## config.mk

```make
export PLATFORM = sky130hd
export DESIGN_NAME = bep_serial_rx
export DESIGN_NICKNAME = d
export VERILOG_FILES = /design/src/rtl/bep_rx_pkg.sv /design/src/rtl/bep_rx_fifo.sv /design/src/rtl/bep_serial_rx.sv
export SDC_FILE = /design/constraint.sdc
export NUM_CORES = 1
export LEC_CHECK = 0
export CORE_MARGIN = 2
export CORE_UTILIZATION = 50
export DETAILED_ROUTE_END_ITERATION = 7
export PLACE_DENSITY = 0.7
export SETUP_SLACK_MARGIN = 0.2
export SYNTH_ARGS = -nofsm -noshare
export SYNTH_HDL_FRONTEND = slang
export SYNTH_SLANG_ARGS = --single-unit
```

## constraint.sdc

```tcl
create_clock -name clk -period 4.7 [get_ports clk]
set_input_delay 0.94 -clock clk [delete_from_list [all_inputs] [get_ports clk]]
set_output_delay 0.94 -clock clk [all_outputs]
set_load 0.05 [all_outputs]
```

## src/rtl/bep_rx_pkg.sv

```systemverilog
// Shared types and constants for the BEP serial receiver front end.
// The optional parity path (macro BEP_RX_PARITY_EN) uses odd_parity() below.
package bep_rx_pkg;

    typedef enum logic [1:0] {
        IDLE   = 2'd0,
        SHIFT  = 2'd1,
        PARITY = 2'd2
    } rx_state_t;

    localparam int DEFAULT_DATA_W      = 8;
    localparam int DEFAULT_FIFO_DEPTH  = 4;
    localparam int DEFAULT_SYNC_STAGES = 2;
    localparam int MAX_DATA_W          = 16;

    // Odd-parity bit for a word; narrower words are zero-extended, which
    // leaves the population count unchanged.
    function automatic logic odd_parity(input logic [MAX_DATA_W-1:0] word);
        return ~(^word);
    endfunction

endpackage

```

## src/rtl/bep_rx_fifo.sv

```systemverilog
// Small synchronous FIFO carrying {first, data}; pointers are one bit wider
// than the address so full/empty fall out of a pointer comparison.
module bep_rx_fifo #(
    parameter int WIDTH = 9,
    parameter int DEPTH = 4
) (
    input  logic                     clk,
    input  logic                     rst,
    input  logic                     push,
    input  logic [WIDTH-1:0]         push_data,
    input  logic                     pop,
    output logic [WIDTH-1:0]         pop_data,
    output logic                     full,
    output logic                     empty,
    output logic [$clog2(DEPTH):0]   level
);

    localparam int AW = $clog2(DEPTH);

    logic [AW:0]      wr_ptr_reg;
    logic [AW:0]      rd_ptr_reg;
    logic [WIDTH-1:0] mem [DEPTH];
    logic             push_ok;
    logic             pop_ok;

    assign empty = (wr_ptr_reg == rd_ptr_reg);
    assign full  = (wr_ptr_reg[AW] != rd_ptr_reg[AW]) &&
                   (wr_ptr_reg[AW-1:0] == rd_ptr_reg[AW-1:0]);

    // A pop frees the slot on a full FIFO; a pop on an empty FIFO never happens.
    assign pop_ok  = pop && !empty;
    assign push_ok = push && (!full || pop_ok);

    always_ff @(posedge clk) begin
        if (push_ok) begin
            mem[wr_ptr_reg[AW-1:0]] <= push_data;
        end
    end

    always_ff @(posedge clk) begin
        if (rst) begin
            wr_ptr_reg <= '0;
            rd_ptr_reg <= '0;
        end else begin
            if (push_ok) begin
                wr_ptr_reg <= wr_ptr_reg + 1'b1;
            end
            if (pop_ok) begin
                rd_ptr_reg <= rd_ptr_reg + 1'b1;
            end
        end
    end

    assign level    = wr_ptr_reg - rd_ptr_reg;
    assign pop_data = empty ? '0 : mem[rd_ptr_reg[AW-1:0]];

endmodule

```

## src/rtl/bep_serial_rx.sv

```systemverilog
// Serial-to-word receiver ahead of the BEP decoder: synchronise, deserialise
// MSB-first, queue in a FIFO. Define BEP_RX_PARITY_EN for a per-word odd-parity bit.
module bep_serial_rx
    import bep_rx_pkg::*;
#(
    parameter int DATA_W      = DEFAULT_DATA_W,
    parameter int FIFO_DEPTH  = DEFAULT_FIFO_DEPTH,
    parameter int SYNC_STAGES = DEFAULT_SYNC_STAGES
) (
    input  logic                          clk,
    input  logic                          rst,
    input  logic                          ser_clk_i,
    input  logic                          ser_data_i,
    input  logic                          ser_frame_i,
    output logic [DATA_W-1:0]             out_data,
    output logic                          out_first,
    output logic                          out_valid,
    input  logic                          out_ready,
    output logic [$clog2(FIFO_DEPTH):0]   fifo_level,
    output logic                          overflow,
`ifdef BEP_RX_PARITY_EN
    output logic                          parity_err,
`endif
    output logic                          frame_err
);

    localparam int CNT_W = $clog2(DATA_W + 1);
    localparam logic [CNT_W-1:0] LAST_BIT = CNT_W'(DATA_W - 1);

    // Bit order of the synchroniser bank: 0 = ser_clk, 1 = ser_data, 2 = ser_frame.
    logic [2:0] pin_async;
    logic [2:0] pin_sync;

    assign pin_async = {ser_frame_i, ser_data_i, ser_clk_i};

    generate
        for (genvar gi = 0; gi < 3; gi++) begin : g_sync
            logic [SYNC_STAGES-1:0] chain_reg;
            always_ff @(posedge clk) begin
                if (rst) begin
                    chain_reg <= '0;
                end else begin
                    chain_reg <= {chain_reg[SYNC_STAGES-2:0], pin_async[gi]};
                end
            end
            assign pin_sync[gi] = chain_reg[SYNC_STAGES-1];
        end
    endgenerate

    logic sclk_dly_reg;
    logic frame_dly_reg;
    logic sclk_rise;
    logic frame_rise;
    logic frame_fall;
    logic data_bit;

    assign sclk_rise  = pin_sync[0] && !sclk_dly_reg;
    assign data_bit   = pin_sync[1];
    assign frame_rise = pin_sync[2] && !frame_dly_reg;
    assign frame_fall = !pin_sync[2] && frame_dly_reg;

    rx_state_t         state_reg, state_next;
    logic [CNT_W-1:0]  bit_cnt_reg, bit_cnt_next;
    logic [DATA_W-1:0] shift_reg, shift_next;
    logic [DATA_W-1:0] shifted;
    logic              first_pending_reg, first_pending_next;
    logic              frame_err_reg, frame_err_next;
    logic              overflow_reg, overflow_next;
`ifdef BEP_RX_PARITY_EN
    logic              parity_err_reg, parity_err_next;
`endif

    logic              fifo_push;
    logic [DATA_W-1:0] push_word;
    logic              fifo_full;
    logic              fifo_empty;
    logic [DATA_W:0]   fifo_head;

    assign shifted = {shift_reg[DATA_W-2:0], data_bit};

    always_comb begin
        state_next         = state_reg;
        bit_cnt_next       = bit_cnt_reg;
        shift_next         = shift_reg;
        first_pending_next = first_pending_reg;
        frame_err_next     = 1'b0;
        fifo_push          = 1'b0;
        push_word          = shifted;
`ifdef BEP_RX_PARITY_EN
        parity_err_next    = parity_err_reg;
`endif
        case (state_reg)
            IDLE: begin
                if (frame_rise) begin
                    state_next         = SHIFT;
                    bit_cnt_next       = '0;
                    first_pending_next = 1'b1;
                end
            end
            SHIFT: begin
                if (sclk_rise) begin
                    shift_next = shifted;
                    if (bit_cnt_reg == LAST_BIT) begin
                        bit_cnt_next = '0;
`ifdef BEP_RX_PARITY_EN
                        state_next = PARITY;
`else
                        fifo_push          = 1'b1;
                        first_pending_next = 1'b0;
`endif
                    end else begin
                        bit_cnt_next = bit_cnt_reg + 1'b1;
                    end
                end
                // The bit arriving with the frame fall is counted first, so a
                // word completed on that edge is not reported as partial.
                if (frame_fall) begin
                    frame_err_next = (bit_cnt_next != '0) || (state_next == PARITY);
                    state_next     = IDLE;
                end
            end
`ifdef BEP_RX_PARITY_EN
            PARITY: begin
                if (sclk_rise) begin
                    state_next = SHIFT;
                    if (data_bit == odd_parity(MAX_DATA_W'(shift_reg))) begin
                        fifo_push          = 1'b1;
                        push_word          = shift_reg;
                        first_pending_next = 1'b0;
                    end else begin
                        parity_err_next = 1'b1;
                    end
                end
                if (frame_fall) begin
                    frame_err_next = !sclk_rise;
                    state_next     = IDLE;
                end
            end
`endif
            default: begin
                state_next = IDLE;
            end
        endcase
    end

    // When full, out_valid is high, so the pop in this cycle is exactly out_ready.
    assign overflow_next = overflow_reg || (fifo_push && fifo_full && !out_ready);

    always_ff @(posedge clk) begin
        if (rst) begin
            state_reg         <= IDLE;
            bit_cnt_reg       <= '0;
            shift_reg         <= '0;
            first_pending_reg <= 1'b0;
            frame_err_reg     <= 1'b0;
            overflow_reg      <= 1'b0;
            sclk_dly_reg      <= 1'b0;
            frame_dly_reg     <= 1'b0;
`ifdef BEP_RX_PARITY_EN
            parity_err_reg    <= 1'b0;
`endif
        end else begin
            state_reg         <= state_next;
            bit_cnt_reg       <= bit_cnt_next;
            shift_reg         <= shift_next;
            first_pending_reg <= first_pending_next;
            frame_err_reg     <= frame_err_next;
            overflow_reg      <= overflow_next;
            sclk_dly_reg      <= pin_sync[0];
            frame_dly_reg     <= pin_sync[2];
`ifdef BEP_RX_PARITY_EN
            parity_err_reg    <= parity_err_next;
`endif
        end
    end

    bep_rx_fifo #(
        .WIDTH (DATA_W + 1),
        .DEPTH (FIFO_DEPTH)
    ) u_fifo (
        .clk       (clk),
        .rst       (rst),
        .push      (fifo_push),
        .push_data ({first_pending_reg, push_word}),
        .pop       (out_ready),
        .pop_data  (fifo_head),
        .full      (fifo_full),
        .empty     (fifo_empty),
        .level     (fifo_level)
    );

    assign out_valid = !fifo_empty;
    assign out_first = fifo_head[DATA_W];
    assign out_data  = fifo_head[DATA_W-1:0];
    assign overflow  = overflow_reg;
    assign frame_err = frame_err_reg;
`ifdef BEP_RX_PARITY_EN
    assign parity_err = parity_err_reg;
`endif

endmodule

```

### Cell placement, run 1

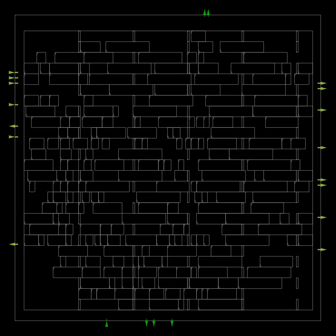
# Taps: 70
FF+latch count: 67
fraction of area in registers: 0.534

### Logic cells by family, run 1

The bar under the picture is 20 µm long.
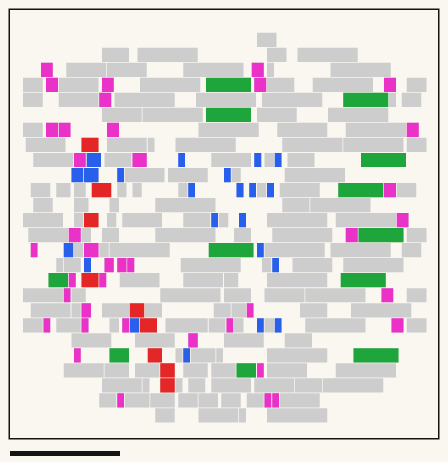
legend:
  red:
    family: AND and OR gates
    cells: 9
  magenta:
    family: NOR gates
    cells: 39
    where: all over the die
  green:
    family: multiplexers
    cells: 12
  blue:
    family: NAND gates
    cells: 22

### Sequential cells coloured by instance or generate block, run 1

The bar under the picture is 20 µm long. Other sequential cells in the stronger grey, the rest of the logic in the fainter grey.
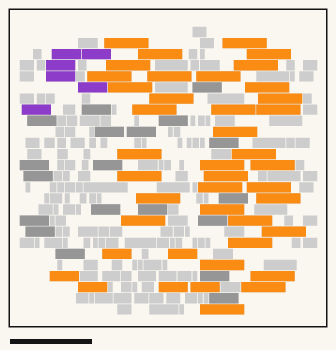
legend:
  purple:
    scope: `g_sync`
    flops: 6
    where: top left
  orange:
    scope: `u_fifo`
    flops: 42
not coloured: 19

==> flow_summary_export.csv, run 1 <==
group,metric,value,unit
placed_design,pre_cts_slack,1420,ps
synth,ys_area,0.00270,mm²
finish,synthToLayoutAreaGrowth,18.2,%
critical_path,start_kind,"flip-flop",
run_status,status,"finished, final reports clean",
global_route,antenna_found_initial,0,
clock_network,clkLatencyLatePin,330,ps
global_route,top_usage_layer,"met2",
synth,ff_type,"edfxtp_1",
final_timing,maxSlewHeadroom,0.517,
routing,maxUsedRoutingLayer,"met4",
synth,syn_area_per_cell,13.2,µm²
critical_path,cp-end-kind,"output pin",
clock_network,cts.path.max_buffers,2,
floorplan,io_pins,21,
routing,vias,1554,
finish,dominant_cells,"registers",
finish,clock_area_frac,0.0698,
finish,inverters_excl_clock,8,
final_timing,setup-violations-final,0,
global_route,grt.total_usage,0.171,
critical_path,cp.arrival,2670,ps
floorplan,die_height,77.5,µm
final_timing,hold_viol_final,0,
pwr,p_int,928,µW
job,openroad.warnings,30,
global_route,overflow,0,
synth,muxShareOfSynthArea,0.0862,
global_route,met2_usage,0.280,
synth,synth-simple-area-share,0.138,
finish,final_cells,304,
clock_network,cts-root-buf,"clkbuf_8",
finish,drive_above_1_share,0.137,
clock_network,cts.htree.levels,3,
clock_network,cts.sinks,67,
floorplan,fp-row-count,26,
==> run 1 -> run 2 <==
==> constraint.sdc (replaced) <==
create_clock -name clk -period 3.7 [get_ports clk]
set_input_delay 0.74 -clock clk [delete_from_list [all_inputs] [get_ports clk]]
set_output_delay 0.74 -clock clk [all_outputs]
set_load 0.05 [all_outputs]
### Cell placement, run 2

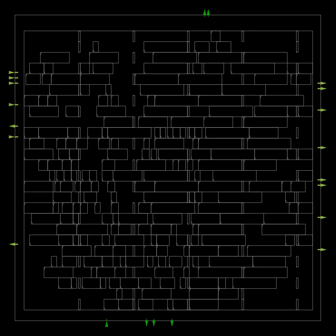
fraction of area in registers: 0.529
row cnt: 26

==> flow_summary_export.csv, run 2 <==
group,metric,value,unit
run_status,status,"finished, final reports clean",
job,openroad.warnings,30,
synth,ys_top_cells_by_area,"edfxtp_1, dfxtp_1, mux4_2",
finish,clock_area_frac,0.0747,
synth,syn_area_per_cell,13.2,µm²
synth,topCombFamilyByArea,"simple AND/OR/NAND/NOR gates",
finish,final_cells,305,
routing,vias,1562,
synth,aoi_share,0.0598,
global_route,top_usage_layer,"met2",
routing,wl,4.29,mm
floorplan,io_pins,21,
routing,drt-vias-per-instance,5.12,
critical_path,r2r_end,"u_fifo.mem[0][8]",
critical_path,cp-end-kind,"output pin",
critical_path,crit_slowest_cell,"clkdlybuf4s50_1",
final_timing,hold_ws,438,ps
placed_design,pre_cts_slack,818,ps
synth,yosysCellCount,204,
final_timing,period_minus_slack,3210,ps
final_timing,hold_viol_final,0,
synth,muxShareOfSynthArea,0.0862,
critical_path,start_kind,"flip-flop",
final_timing,setup-violations-final,0,
clock_network,cts.htree.levels,3,
global_route,antenna_found_initial,0,
finish,inverters_excl_clock,8,
synth,ys_area,0.00270,mm²
global_route,grt_use_met3,0.0628,
global_route,overflow,0,
synth,synth-simple-area-share,0.138,
clock_network,cts.sinks,67,
finish,dominant_cells,"registers",
critical_path,crit_type,"flip-flop to output pin",
critical_path,cp_max_fo,10,
routing,drc,0,
finish,synthToLayoutAreaGrowth,19.1,%
final_timing,maxSlewHeadroom,0.597,
critical_path,cp.arrival,2470,ps
global_route,met2_usage,0.257,
global_route,grt.total_usage,0.166,
floorplan,fp_util,0.522,
placed_design,portBuffers,20,
clock_network,clkLatencyLatePin,340,ps
pwr,p_int,1.24,mW
routing,maxUsedRoutingLayer,"met4",
clock_network,cts-root-buf,"clkbuf_8",
finish,design.seq.count,67,
clock_network,cts.path.max_buffers,2,
floorplan,die_height,77.5,µm
finish,drive_above_1_share,0.140,
clock_network,clk_pin_slew,70,ps
placed_design,dpl_cell_area,0.00297,mm²
floorplan,tapCellCount,70,
pwr,power,1.51,mW
### Logic cells by family, run 2

The bar under the picture is 20 µm long.
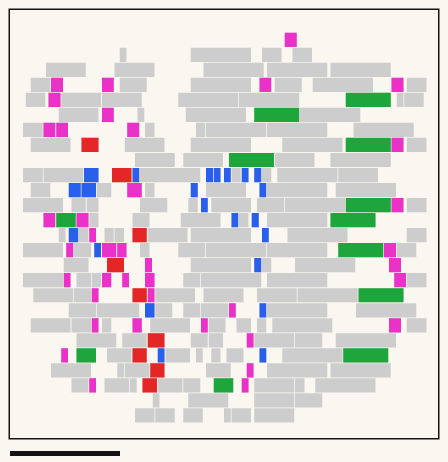
legend:
  blue:
    family: NAND gates
    cells: 22
    where: middle
  red:
    family: AND and OR gates
    cells: 9
  magenta:
    family: NOR gates
    cells: 39
    where: all over the die
  green:
    family: multiplexers
    cells: 12

==> run 2 -> run 3 <==
--- a/config.mk
+++ b/config.mk
@@ -5,7 +5,6 @@
 export SDC_FILE = /design/constraint.sdc
 export NUM_CORES = 1
 export LEC_CHECK = 0
-export CORE_MARGIN = 2
 export CORE_UTILIZATION = 50
 export DETAILED_ROUTE_END_ITERATION = 7
 export PLACE_DENSITY = 0.7
### Logic cells by family, run 3

The bar under the picture is 20 µm long.
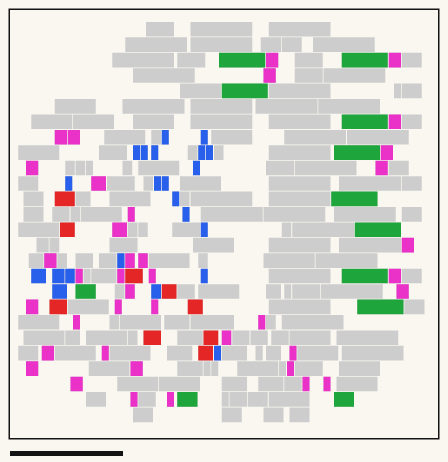
legend:
  magenta:
    family: NOR gates
    cells: 39
  blue:
    family: NAND gates
    cells: 22
  red:
    family: AND and OR gates
    cells: 9
  green:
    family: multiplexers
    cells: 12

==> flow_summary_export.csv, run 3 <==
group,metric,value,unit
finish,design.seq.count,67,
pwr,largestPowerGroup,"registers",
final_timing,hold_ws,444,ps
global_route,grt.total_usage,0.169,
synth,yosysCellCount,204,
pwr,swShare,0.199,
placed_design,pre_cts_slack,832,ps
final_timing,final.setup.worst_slack,510,ps
final_timing,setup-violations-final,0,
run_status,status,"finished, final reports clean",
global_route,grt_pass1_vias,1414,
finish,comb_share,0.296,
global_route,use_met1,0.230,
synth,ys_area,0.00270,mm²
synth,syn_area_per_cell,13.2,µm²
finish,seq_share,0.536,
final_timing,hold_viol_final,0,
critical_path,cp_max_fo,10,
pwr,power,1.39,mW
synth,muxShareOfSynthArea,0.0862,
critical_path,start_kind,"flip-flop",
floorplan,io_pins,21,
critical_path,crit_type,"flip-flop to output pin",
routing,drt-vias-per-instance,5.10,
synth,synth-simple-area-share,0.138,
pwr,p_int,1.11,mW
critical_path,crit_slowest_cell,"clkdlybuf4s50_1",
finish,synthToLayoutAreaGrowth,17.6,%
synth,aoi_share,0.0598,
floorplan,die_height,75.5,µm
pwr,vdd_ir_drop_max,0.220,mV
routing,wl,4.14,mm
global_route,met2_usage,0.244,
final_timing,totalNegativeSetupSlack,0,ps
pwr,seq-power,785,µW
synth,fp_nets,219,
critical_path,r2r_end,"u_fifo.mem[0][4]",
critical_path,path_depth,7,
routing,drc,0,
finish,clock_area_frac,0.0627,
synth,edf_count,36,
critical_path,reg2reg_from,"bit_cnt_reg[0]",
global_route,grt_pass1_wl,6.78,mm
synth,ys_top_cells_by_area,"edfxtp_1, dfxtp_1, mux4_2",
global_route,overflow,0,
critical_path,cp-end-kind,"output pin",
critical_path,cp.arrival,2450,ps
clock_network,cts.path.max_buffers,2,
clock_network,cts.htree.levels,3,
synth,common_cells,"edfxtp_1, dfxtp_1, nand2_1, nor2b_1",
floorplan,fp-row-count,26,
global_route,antenna_found_initial,0,
final_timing,rsz0062_at_grt,"false",
global_route,top_usage_layer,"met2",
floorplan,tapCellCount,70,
routing,antenna_left,0,
routing,dr.first_iter.drc_count,116,
synth,ys_sh_adder,0.0445,
placed_design,dpl_cell_area,0.00297,mm²
finish,final_cell_mix,"edfxtp_1, dfxtp_1, clkdlybuf4s50_1",
clock_network,clk_pin_slew,70,ps
routing,vias,1555,
job,openroad.warnings,30,
routing,maxUsedRoutingLayer,"met4",
clock_network,clkLatencyLatePin,330,ps
finish,dominant_cells,"registers",
clock_network,cts-root-buf,"clkbuf_8",
synth,topCombFamilyByArea,"simple AND/OR/NAND/NOR gates",
global_route,grt_use_met3,0.0397,
finish,inverters_excl_clock,8,
floorplan,fp_util,0.525,
final_timing,period_minus_slack,3190,ps
finish,drive_above_1_share,0.140,
routing,m1WireLength,2.13,mm
clock_network,cts.sinks,67,
final_timing,maxSlewHeadroom,0.612,
placed_design,portBuffers,20,
### Sequential cells coloured by instance or generate block, run 3

The bar under the picture is 20 µm long. Other sequential cells in the stronger grey, the rest of the logic in the fainter grey.
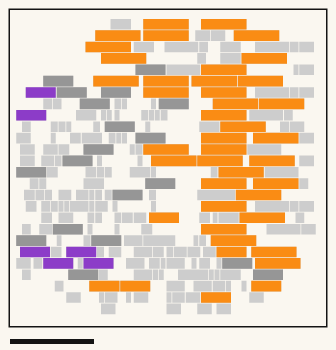
legend:
  orange:
    scope: `u_fifo`
    flops: 42
  purple:
    scope: `g_sync`
    flops: 6
Finished Layout Cells: 305
die area: 0.00570 mm²
Layout Utilization: 0.617

Power is estimated from default activity; no workload was simulated.
